### config.mk
export PLATFORM = sky130hd
export DESIGN_NAME = vedic_mul_pipe
export DESIGN_NICKNAME = d
export VERILOG_FILES = /design/src/rtl/zilla_mul_pkg.sv /design/src/rtl/vedic_4x4.sv /design/src/rtl/vedic_mul_pipe.sv
export SDC_FILE = /design/constraint.sdc
export NUM_CORES = 2
export LEC_CHECK = 0
export ABC_AREA = 1
export CORE_MARGIN = 2
export CORE_UTILIZATION = 45
export DETAILED_ROUTE_END_ITERATION = 7
export PLACE_DENSITY_LB_ADDON = 0.2
export SLEW_MARGIN = 15
export SYNTH_ARGS = -nofsm -noshare
export SYNTH_HDL_FRONTEND = slang
export SYNTH_HIERARCHICAL = 1
export SYNTH_SLANG_ARGS = --single-unit
export TNS_END_PERCENT = 50
### constraint.sdc
create_clock -name clk -period 69 [get_ports clk]
set_input_delay 20.7 -clock clk [delete_from_list [all_inputs] [get_ports clk]]
set_output_delay 20.7 -clock clk [all_outputs]
set_load 0.02 [all_outputs]
### src/rtl/zilla_mul_pkg.sv
// Shared constants for the Vedic multiplier pipeline: latency, nibble size and
// the set of operand widths the pipeline can be built for.
package zilla_mul_pkg;

  localparam int MUL_LATENCY = 3;
  localparam int NIBBLE_W    = 4;

  // Bit n set means WIDTH=n is a legal operand width (8, 16, 32).
  localparam logic [63:0] LEGAL_WIDTH_MASK = 64'h0000_0001_0001_0100;

  function automatic bit width_is_legal(input int w);
    if (w <= 0 || w >= 64) return 1'b0;
    return LEGAL_WIDTH_MASK[w[5:0]];
  endfunction

endpackage

### src/rtl/vedic_4x4.sv
// 4x4 unsigned Vedic (Urdhva-Tiryagbhyam) multiplier built from four 2x2 blocks;
// purely combinational.
module vedic_4x4
  import zilla_mul_pkg::*;
(
  input  logic [NIBBLE_W-1:0]   a_i,
  input  logic [NIBBLE_W-1:0]   b_i,
  output logic [2*NIBBLE_W-1:0] p_o
);

  function automatic logic [3:0] vedic_2x2(input logic [1:0] x, input logic [1:0] y);
    logic c0, s1, k1, hh;
    c0 = x[0] & y[0];
    s1 = (x[1] & y[0]) ^ (x[0] & y[1]);
    k1 = (x[1] & y[0]) & (x[0] & y[1]);
    hh = x[1] & y[1];
    return {hh & k1, hh ^ k1, s1, c0};
  endfunction

  logic [3:0] q_ll, q_hl, q_lh, q_hh;

  assign q_ll = vedic_2x2(a_i[1:0], b_i[1:0]);
  assign q_hl = vedic_2x2(a_i[3:2], b_i[1:0]);
  assign q_lh = vedic_2x2(a_i[1:0], b_i[3:2]);
  assign q_hh = vedic_2x2(a_i[3:2], b_i[3:2]);

  assign p_o = {4'd0, q_ll} + {2'd0, q_hl, 2'd0} + {2'd0, q_lh, 2'd0} + {q_hh, 4'd0};

endmodule

### src/rtl/vedic_mul_pipe.sv
// Three-stage signed/unsigned WIDTHxWIDTH multiplier: sign/magnitude capture,
// registered nibble partial products, then weighted accumulation with sign restore.
module vedic_mul_pipe
  import zilla_mul_pkg::*;
#(
  parameter int WIDTH = 32,
  parameter int TAG_W = 4
) (
  input  logic               clk,
  input  logic               rst,
  input  logic               valid_in,
  output logic               ready_in,
  input  logic [WIDTH-1:0]   a_in,
  input  logic [WIDTH-1:0]   b_in,
  input  logic               signed_in,
  input  logic [TAG_W-1:0]   tag_in,
  output logic               valid_out,
  input  logic               ready_out,
  output logic [2*WIDTH-1:0] result,
  output logic [TAG_W-1:0]   tag_out
);

  localparam int NN  = WIDTH / NIBBLE_W;
  localparam int PW  = 2 * WIDTH;
  localparam int PPW = 2 * NIBBLE_W;

  if (!width_is_legal(WIDTH)) begin : g_bad_width
    $error("vedic_mul_pipe: WIDTH must be 8, 16 or 32");
  end

  function automatic logic [WIDTH-1:0] abs_mag(input logic signed [WIDTH-1:0] v,
                                               input logic neg);
    return neg ? -v : v;
  endfunction

  function automatic logic [PW-1:0] restore_sign(input logic [PW-1:0] mag, input logic neg);
    return neg ? -mag : mag;
  endfunction

  logic             en;
  logic             vld_p0, vld_p1, vld_p2;
  logic             a_neg, b_neg;
  logic             neg_p0, neg_p1;
  logic [WIDTH-1:0] mag_a_p0, mag_b_p0;
  logic [TAG_W-1:0] tag_p0, tag_p1, tag_p2;
  logic [PPW-1:0]   pp_d  [NN][NN];
  logic [PPW-1:0]   pp_p1 [NN][NN];
  logic [PW-1:0]    acc_d, prod_d, result_p2;

  assign en       = ready_out | ~valid_out;
  assign ready_in = en;
  assign a_neg    = signed_in & a_in[WIDTH-1];
  assign b_neg    = signed_in & b_in[WIDTH-1];

  always_ff @(posedge clk) begin
    if (rst) begin
      vld_p0 <= 1'b0;
      vld_p1 <= 1'b0;
      vld_p2 <= 1'b0;
    end else if (en) begin
      vld_p0 <= valid_in;
      vld_p1 <= vld_p0;
      vld_p2 <= vld_p1;
    end
  end

  // S1: operand capture as sign + magnitude (most-negative maps to 2^(WIDTH-1))
  always_ff @(posedge clk) begin
    if (en) begin
      mag_a_p0 <= abs_mag(a_in, a_neg);
      mag_b_p0 <= abs_mag(b_in, b_neg);
      neg_p0   <= a_neg ^ b_neg;
      tag_p0   <= tag_in;
    end
  end

  // S2: every nibble pair multiplied and registered
  for (genvar i = 0; i < NN; i++) begin : g_row
    for (genvar j = 0; j < NN; j++) begin : g_col
      vedic_4x4 u_pp (
        .a_i (mag_a_p0[NIBBLE_W*i +: NIBBLE_W]),
        .b_i (mag_b_p0[NIBBLE_W*j +: NIBBLE_W]),
        .p_o (pp_d[i][j])
      );
    end
  end

  always_ff @(posedge clk) begin
    if (en) begin
      for (int i = 0; i < NN; i++)
        for (int j = 0; j < NN; j++)
          pp_p1[i][j] <= pp_d[i][j];
      neg_p1 <= neg_p0;
      tag_p1 <= tag_p0;
    end
  end

  // S3: full-width weighted sum of partial products, then sign restore
  always_comb begin
    acc_d = '0;
    for (int i = 0; i < NN; i++)
      for (int j = 0; j < NN; j++)
        acc_d = acc_d + (PW'(pp_p1[i][j]) << (NIBBLE_W * (i + j)));
    prod_d = restore_sign(acc_d, neg_p1);
  end

  always_ff @(posedge clk) begin
    if (rst) begin
      result_p2 <= '0;
      tag_p2    <= '0;
    end else if (en) begin
      result_p2 <= prod_d;
      tag_p2    <= tag_p1;
    end
  end

  assign valid_out = vld_p2;
  assign result    = result_p2;
  assign tag_out   = tag_p2;

endmodule

==> impl_metrics.json <==
{
  "ys_cells": 9423,
  "ys_sh_mux": 0,
  "whs_path_depth": 0,
  "drt_iter0_drc": 3884,
  "clock_area_frac": 0.0329,
  "clockBufferDepth": 3,
  "cp.depth": 4,
  "top_layer_used": "met4",
  "die_w_um": 411,
  "ys_sh_adder": 0.354,
  "clock_latency_ps": 710,
  "cts.sinks": 657,
  "floorplan.core_util": 0.452,
  "max_slew_margin": 0.304,
  "path_delay_family": "buffers and inverters",
  "setup_slack_ps": 25370,
  "hold_buffers": 0,
  "cp_common_cell": "clkdlybuf4s50_1",
  "stdcell_area_um2": 81700,
  "drive_gt1_frac": 0.0309,
  "synth_flops": 657,
  "aoi_share": 0.0255,
  "via_per_inst": 4.80,
  "critical_path_class": "input pin to output pin",
  "ys_async_sr_fraction": 0,
  "setup_viol": 0,
  "crit_required_ps": 48300,
  "warnings": 28,
  "crit_chain": "clkdlybuf4s50_1 > nor2_2 > inv_8 > clkdlybuf4s50_1",
  "rr_startpoint": "pp_p1[3][127]",
  "die_y_um": 411,
  "syn_area_um2": 74400,
  "seq_share": 0.233,
  "status": "complete, no violations",
  "min_from": "neg_p0",
  "drc": 0,
  "grt_busiest_layer": "met2",
  "cap_viol_max_count": 0,
  "dp_slack_ps": 25380,
  "dieArea_um2": 169000,
  "hold_violations": 0,
  "finalMaxSlewViolations": 0,
  "ff_count": 657,
  "slowest_delay_ps": 800
}
**Clock distribution**

The bar under the picture is 100 µm long.
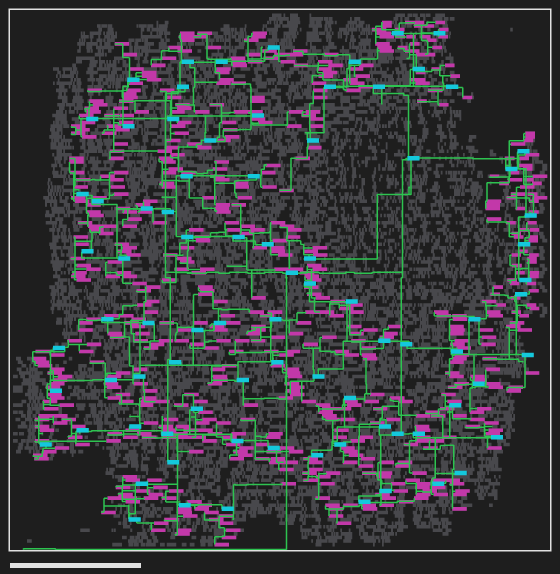
[flip-flops] magenta | count: 657
[clock-net drivers] cyan | count: 83
[clock wires] green | length: 11000 µm
flops lie: spread over the die
routed clock nets: 84

**Routing congestion**

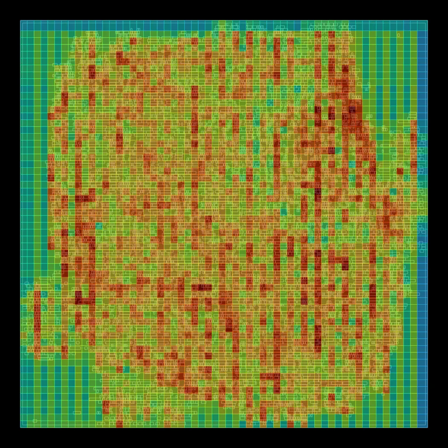
met2 Use GR: 0.419
Util after Layout: 0.497
DR WL/cell: 16.6 µm

**The metal 3 layer**

The bar under the picture is 100 µm long.
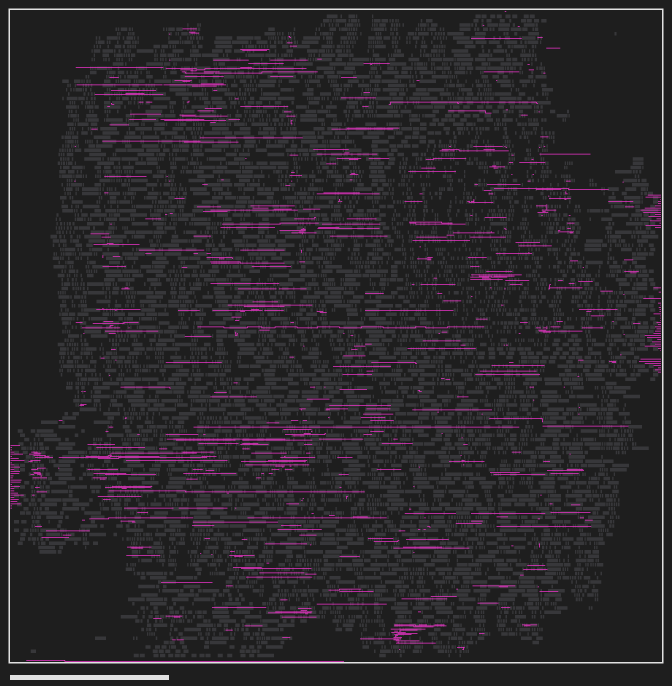
nets with wire on the layer: 432
main direction: horizontal
routed wire length: 199 mm
vias: 57300
met3 usage: 0.0222

**Routed metal, one colour a layer**

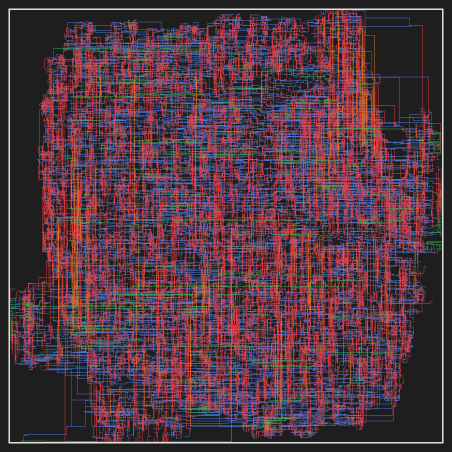
[M3] green | wire length: 8850 µm
[M4] orange | wire length: 5490 µm
[M2] red | wire length: 96.1 mm
[M1] blue | wire length: 88.3 mm
GRT Total Usage: 0.241

**The metal 2 layer**

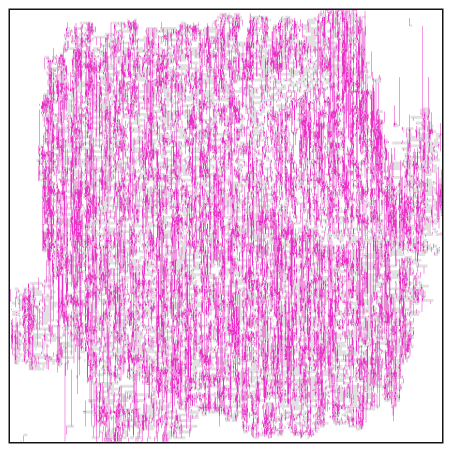
longest straight run: 119 µm
share of all routed wire: 48%
wire length on this layer: 96.1 mm
main direction: vertical
nets with wire on the layer: 8963

